==> src/rtl/mult_pkg.sv <==
// Shared types for the sequential radix-2 Booth multiplier: FSM states,
// Booth operation encoding and the default operand width.
package mult_pkg;

  localparam int MULT_WIDTH_DEF = 32;

  typedef enum logic [1:0] {IDLE, RUN, DONE} state_t;

  typedef enum logic [1:0] {NOP, ADD, SUB} booth_op_t;

  // Radix-2 Booth recoding of the {Q0, Q-1} bit pair.
  function automatic booth_op_t booth_decode(input logic q0, input logic qm1);
    case ({q0, qm1})
      2'b01:   return ADD;
      2'b10:   return SUB;
      default: return NOP;
    endcase
  endfunction

endpackage

==> src/rtl/booth_step.sv <==
// One combinational radix-2 Booth step: optional add/subtract of the
// multiplicand into A, then arithmetic shift of {A,Q,Q-1} right by one.
module booth_step
  import mult_pkg::*;
#(
  parameter int XW = MULT_WIDTH_DEF + 1
) (
  input  logic [XW-1:0] a,
  input  logic [XW-1:0] q,
  input  logic          qm1,
  input  logic [XW-1:0] m,
  output logic [XW-1:0] a_nxt,
  output logic [XW-1:0] q_nxt,
  output logic          qm1_nxt
);

  booth_op_t     op;
  logic [XW-1:0] sum;

  always_comb begin
    op = booth_decode(q[0], qm1);
    case (op)
      ADD:     sum = a + m;
      SUB:     sum = a - m;
      default: sum = a;
    endcase
    a_nxt   = {sum[XW-1], sum[XW-1:1]};
    q_nxt   = {sum[0], q[XW-1:1]};
    qm1_nxt = q[0];
  end

endmodule

==> src/rtl/booth_mult_n.sv <==
// Sequential WIDTH x WIDTH Booth multiplier, one step per cycle on
// WIDTH+1-bit extended operands. Define BOOTH_MULT_UNSIGNED_EN to honour mult_signed.
module booth_mult_n
  import mult_pkg::*;
#(
  parameter int WIDTH = MULT_WIDTH_DEF
) (
  input  logic             clk,
  input  logic             reset,
  input  logic             start,
  input  logic [WIDTH-1:0] multiplicand,
  input  logic [WIDTH-1:0] multiplier,
  input  logic             mult_signed,
  output logic             busy,
  output logic             done,
  output logic [WIDTH-1:0] mult_hi,
  output logic [WIDTH-1:0] mult_lo
);

  localparam int XW = WIDTH + 1;
  localparam int CW = $clog2(WIDTH + 1);

  state_t         state_q, state_d;
  logic [CW-1:0]  cnt_q, cnt_d;
  logic [XW-1:0]  a_q, a_d, q_q, q_d, m_q, m_d;
  logic           qm1_q, qm1_d;
  logic [WIDTH-1:0] hi_q, hi_d, lo_q, lo_d;
  logic [XW-1:0]  a_nxt, q_nxt;
  logic           qm1_nxt;
  logic           sgn;

  booth_step #(.XW(XW)) u_step (
    .a       (a_q),
    .q       (q_q),
    .qm1     (qm1_q),
    .m       (m_q),
    .a_nxt   (a_nxt),
    .q_nxt   (q_nxt),
    .qm1_nxt (qm1_nxt)
  );

  always_comb begin
`ifdef BOOTH_MULT_UNSIGNED_EN
    sgn = mult_signed;
`else
    // Port kept for interface compatibility; operands are always signed here.
    sgn = mult_signed | 1'b1;
`endif
    state_d = state_q;
    cnt_d   = cnt_q;
    a_d     = a_q;
    q_d     = q_q;
    qm1_d   = qm1_q;
    m_d     = m_q;
    hi_d    = hi_q;
    lo_d    = lo_q;
    case (state_q)
      RUN: begin
        a_d   = a_nxt;
        q_d   = q_nxt;
        qm1_d = qm1_nxt;
        cnt_d = cnt_q + CW'(1);
        if (cnt_q == CW'(WIDTH)) begin
          state_d      = DONE;
          {hi_d, lo_d} = {a_nxt[WIDTH-2:0], q_nxt};
        end
      end
      default: begin
        state_d = IDLE;
        if (start) begin
          state_d = RUN;
          cnt_d   = '0;
          a_d     = '0;
          qm1_d   = 1'b0;
          m_d     = {sgn & multiplicand[WIDTH-1], multiplicand};
          q_d     = {sgn & multiplier[WIDTH-1], multiplier};
        end
      end
    endcase
  end

  always_ff @(posedge clk) begin
    if (reset) begin
      state_q <= IDLE;
      cnt_q   <= '0;
      a_q     <= '0;
      q_q     <= '0;
      qm1_q   <= 1'b0;
      m_q     <= '0;
      hi_q    <= '0;
      lo_q    <= '0;
    end else begin
      state_q <= state_d;
      cnt_q   <= cnt_d;
      a_q     <= a_d;
      q_q     <= q_d;
      qm1_q   <= qm1_d;
      m_q     <= m_d;
      hi_q    <= hi_d;
      lo_q    <= lo_d;
    end
  end

  assign busy    = (state_q == RUN);
  assign done    = (state_q == DONE);
  assign mult_hi = hi_q;
  assign mult_lo = lo_q;

endmodule

==> config.mk <==
export PLATFORM = sky130hd
export DESIGN_NAME = booth_mult_n
export DESIGN_NICKNAME = d
export VERILOG_FILES = /design/src/rtl/mult_pkg.sv /design/src/rtl/booth_step.sv /design/src/rtl/booth_mult_n.sv
export SDC_FILE = /design/constraint.sdc
export NUM_CORES = 1
export LEC_CHECK = 0
export ABC_AREA = 1
export ABC_CLOCK_PERIOD_IN_PS = 4650
export CAP_MARGIN = 10
export CORE_MARGIN = 2
export CORE_UTILIZATION = 47
export DETAILED_ROUTE_END_ITERATION = 10
export GPL_TIMING_DRIVEN = 0
export HOLD_SLACK_MARGIN = 0.08
export PLACE_DENSITY = 0.71
export SLEW_MARGIN = 10
export SYNTH_ARGS = -nofsm -noshare
export SYNTH_HDL_FRONTEND = slang
export SYNTH_HIERARCHICAL = 1
export SYNTH_SLANG_ARGS = --single-unit
==> constraint.sdc <==
create_clock -name clk -period 4.65 [get_ports clk]
set_input_delay 0.93 -clock clk [delete_from_list [all_inputs] [get_ports clk]]
set_output_delay 0.93 -clock clk [all_outputs]
set_load 0.005 [all_outputs]
==> impl_metrics.ini, run 1 <==
; physical design summary
[synth]
synth.distinct_cells = 36
ys_sh_mux_pct = 0
edf_count = 0
ys_cells = 1711
ff_type = dfxtp_1

[final_timing]
setup_viol = 0
timing.fmax_ghz = 0.275
setup_slack_ns = 1.02
rsz0062_at_grt = false
max_slew_margin_pct = 52.2
worstMarginPinSlew_ns = 0.717
post-route-min-period_ns = 3.63

[cells_and_area]
finalInstanceArea_mm2 = 0.0130
seq_share_pct = 26.3
sh_comb_area_pct = 45.5
clock_area_share_pct = 4.68
final_cells = 2159
mostFrequentLayoutCell = nand2_1

[placed_design]
io_buffers = 131
dpl.hpwl_um = 24800
placed_area_mm2 = 0.0124

[critical_path]
crit_family = simple AND/OR/NAND/NOR gates
criticalPathCategory = reg2reg
path_cells = inv_1, ha_1, nand3_1, nor3_1, or2_2, xor2_1, inv_1, ha_1, nand2_1, inv_1, a21oi_1, nand2_1, nand2_1, nand2_1, nand2_1, nand2_1, nand2_1, nand3_1, nand2_1, buf_4, nand2_1, a21oi_1
cp-start-kind = flop
r2r_setup_slack_ns = 1.02

[power]
power_frac_seq_pct = 40.9
p_leak_nw = 6.48
switching_share_pct = 33.0
ir_worst_vdd_mv = 0.174
p_comb_mw = 0.782
power-top-group = registers
p_clk_share_pct = 38.6
power_density_mw_per_mm2 = 292

[grt]
grtUsageMet2_pct = 42.7
grt_pass1_wl_um = 51300
busiest_layer = met2
antenna_found_initial = 0
use_met3_pct = 3.76

[die]
coreArea_mm2 = 0.0225
fp_util_pct = 47.7
rows = 55

[cts]
htreeDepth = 4
clock_path_buffers = 2
cts_resized = 0
cts_hold_buffers = 0
cts_tree = built

[drt]
top_layer_used = met4
drc = 0
first_pass_iters = 6

[min_path]
hold_depth = 2

[run_status]
status = completed
==> run_1/m1.png <==
Cells faint in the background.
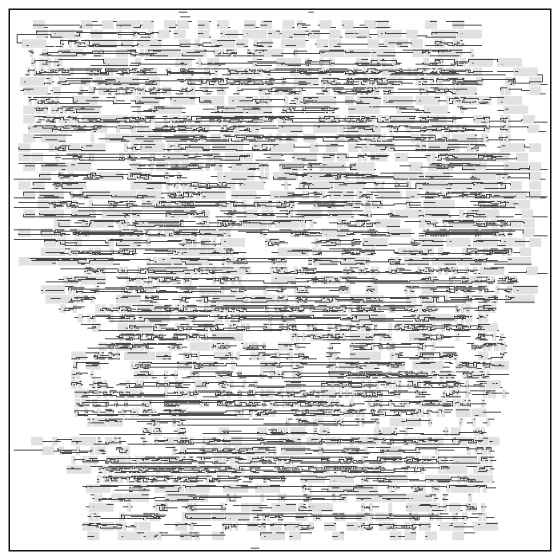
wire length on this layer: 14900 um
main direction: horizontal
share of all routed wire: 47%
nets with wire on the layer: 1847

==> run_1/m2.png <==
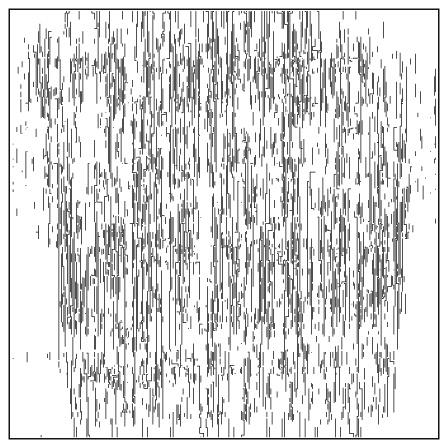
share of all routed wire: 45%
main direction: vertical
nets with wire on the layer: 1569
longest straight run: 78.2 um
wire length on this layer: 14300 um

==> run_1/m4.png <==
Cells faint in the background.
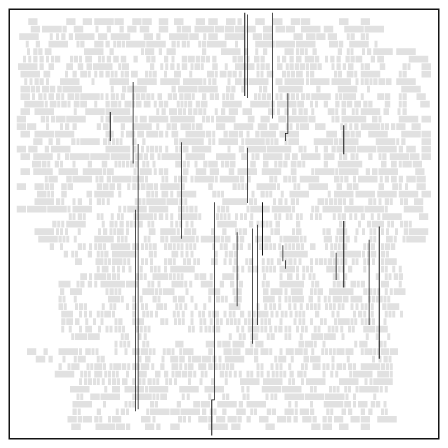
main direction: vertical
share of all routed wire: 2.3%
longest straight run: 95.9 um
nets with wire on the layer: 16

==> run_1/congestion_map.png <==
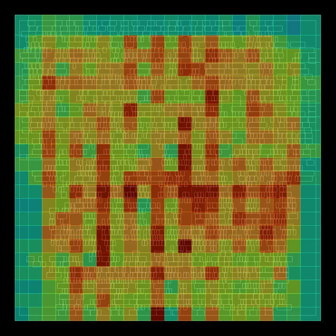

==> run 1 -> run 2 <==
Settings changed: ABC_CLOCK_PERIOD_IN_PS 4650 to 3800.
Clock period 4.65 ns to 3.8 ns, I/O delays scaled along.
==> run_2/congestion_map.png <==
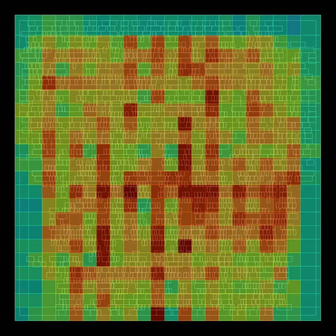
fin util: 57.9%
drt wl/cell: 14.7 um
met1 Usage GRT: 37.1%
global route hottest layer: met2
met3 global-route usage: 3.76%

==> impl_metrics.ini, run 2 <==
; physical design summary
[run_status]
status = completed

[min_path]
hold_path.class = reg2reg
worstHoldStart = mult_lo[28]
hold_depth = 2

[critical_path]
cp_common_cell = nand2_1
max_stage_delay_ns = 0.36
crit_family = simple AND/OR/NAND/NOR gates
criticalPathCategory = reg2reg
r2r.worst_path.cells = 20
cp-start-kind = flop
path_buffers = 2
path_cells = inv_1, ha_1, nand3_1, nor2_2, nand2_1, nand2_1, o21ai_0, xor2_1, inv_1, ha_1, nand2_1, nor2_1, nand2_1, nand3b_1, nand2_1, nand2_1, nand3_1, nand2_1, nand4_1, nand2_1
r2r_setup_slack_ns = 0.27
timing.rr.start = m_q[0]
startpoint = m_q[0]

[cells_and_area]
drive_gt1_share_pct = 7.79
logic_gate_count = 1234
largest_class = multi-input combinational cells
seq_share_pct = 26.3
final_cells = 2159
mostFrequentLayoutCell = nand2_1
clock_area_share_pct = 4.68
combGateArea_mm2 = 0.00593
finalInstanceArea_mm2 = 0.0130
sh_comb_area_pct = 45.5
clkbuf_count = 18

[synth]
ys_cells = 1711
ys_top_cells_by_area = dfxtp_1, nand2_1, nand3_1
edf_count = 0
synth.distinct_cells = 36
yosys_area_mm2 = 0.0107
synth-simple-area-share_pct = 41.6
netlist_area_mm2 = 0.0107
synth_area_leader_cell = dfxtp_1
async_reset_ff_share_pct = 0
syn_nets = 1816
synthXorXnorAreaFrac_pct = 2.85
ys_warn_count = 6
ys_sh_mux_pct = 0
ff_type = dfxtp_1
ys.flops = 171

[drt]
drc = 0
top_layer_used = met4
first_pass_iters = 5

[power]
power-top-group = registers
power_frac_seq_pct = 40.8
p_leak_nw = 6.49
design_power_total_mw = 4.66
ir_worst_vdd_mv = 0.213
p_comb_mw = 0.960
power_density_mw_per_mm2 = 357
p_clk_share_pct = 38.6
switching_share_pct = 33.1

[placed_design]
io_buffers = 131
dpl.hpwl_um = 24800
placed_area_mm2 = 0.0124

[cts]
cts_resized = 0
clkSinkCount = 171
numCtsBuffers = 17
cts_tree = built
cts.clk_slew.worst_paths_ns = 0.08
cts-root-buf = clkbuf_16
clock_path_buffers = 2
cts_hold_buffers = 0
htreeDepth = 4

[run]
tool_warnings = 28

[die]
coreArea_mm2 = 0.0225
num_tap_cells = 285
rows = 55
fp_util_pct = 47.7
io_pins = 134

[final_timing]
timing.fmax_ghz = 0.284
rsz0062_at_grt = false
holdWs_ns = 0.469
worstMarginPinSlew_ns = 0.672
post-route-min-period_ns = 3.53
drv_slew = 0
setup_viol = 0
max_slew_margin_pct = 54.7
setup_slack_ns = 0.274

[grt]
grt_max_degree = 20
grt_pass1_vias = 10294
grt_pass1_wl_um = 51300
grtUsageMet2_pct = 42.7
track_usage_pct = 26.5
antenna_found_initial = 0
==> run_2/m2.png <==
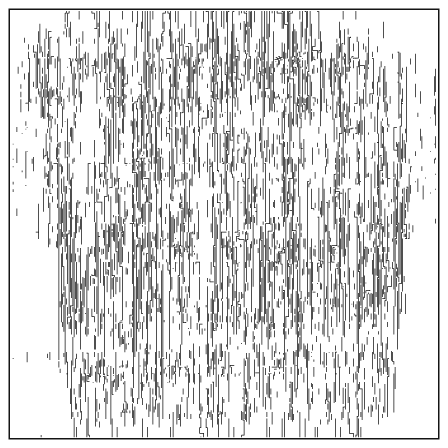
wire length on this layer: 14300 um
main direction: vertical
share of all routed wire: 45%
nets with wire on the layer: 1565
longest straight run: 78.2 um

==> run 2 -> run 3 <==
Settings changed: SLEW_MARGIN 10 to not set.
==> run_3/util_map.png <==
Bar = 50 um. 16 x 16 tiles, from dark blue (low) to red (high), 0 to 100% covered.
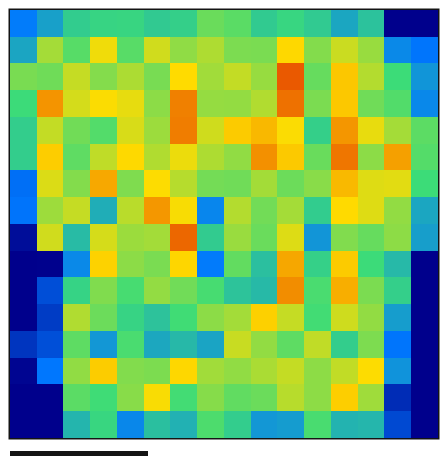
fullest tile: 90%
tiles over 75% full: 13%
mean over tiles: 53%
nearly empty tiles: 7.0%
emptiest ninth of the die: bottom left
Starting Density: 47.7%
Core Area: 0.0225 mm2

==> run_3/congestion_map.png <==
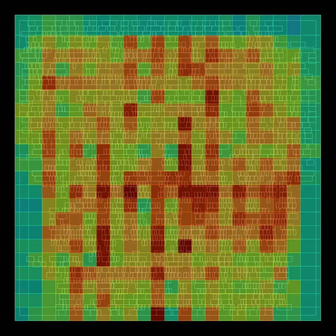
M2 GR Usage: 42.7%
overall routing resource usage: 26.5%

==> impl_metrics.ini, run 3 <==
; physical design summary
[cells_and_area]
combGateArea_mm2 = 0.00593
finalInstanceArea_mm2 = 0.0130
final_cells = 2159
clock_area_share_pct = 4.68
fin_util_pct = 57.9
largest_class = multi-input combinational cells
mostFrequentLayoutCell = nand2_1
sh_comb_area_pct = 45.5

[synth]
ys_top_cells_by_area = dfxtp_1, nand2_1, nand3_1
synth-simple-area-share_pct = 41.6
ys_sh_mux_pct = 0
ys_cells = 1711
ys.flops = 171
netlist_area_mm2 = 0.0107
syn_nets = 1816
async_reset_ff_share_pct = 0
synth.distinct_cells = 36
ff_type = dfxtp_1
synthXorXnorAreaFrac_pct = 2.85
yosys_area_mm2 = 0.0107

[cts]
cts-root-buf = clkbuf_16
numCtsBuffers = 17
clock_path_buffers = 2
cts_hold_buffers = 0
cts_resized = 0
htreeDepth = 4
clkSinkCount = 171

[final_timing]
rsz0062_at_grt = false
worstMarginPinSlew_ns = 0.672
setup_slack_ns = 0.274
setup_viol = 0
holdWs_ns = 0.469

[critical_path]
r2r.worst_path.cells = 20
crit_family = simple AND/OR/NAND/NOR gates
max_stage_delay_ns = 0.36
path_buffers = 2
path_cells = inv_1, ha_1, nand3_1, nor2_2, nand2_1, nand2_1, o21ai_0, xor2_1, inv_1, ha_1, nand2_1, nor2_1, nand2_1, nand3b_1, nand2_1, nand2_1, nand3_1, nand2_1, nand4_1, nand2_1
criticalPathCategory = reg2reg

[run_status]
status = completed

[die]
num_tap_cells = 285
rows = 55
io_pins = 134

[grt]
busiest_layer = met2
use_met3_pct = 3.76
use_met1_pct = 37.1
antenna_found_initial = 0

[power]
switching_share_pct = 33.1
power_frac_seq_pct = 40.8
p_clk_share_pct = 38.6
ir_worst_vdd_mv = 0.213
p_leak_nw = 6.49
p_comb_mw = 0.960

[min_path]
hold_path.class = reg2reg

[placed_design]
io_buffers = 131
placed_area_mm2 = 0.0124

[run]
tool_warnings = 28

[drt]
drc = 0
first_pass_iters = 5
No activity file was given, so power comes from the tool's default toggle rates.
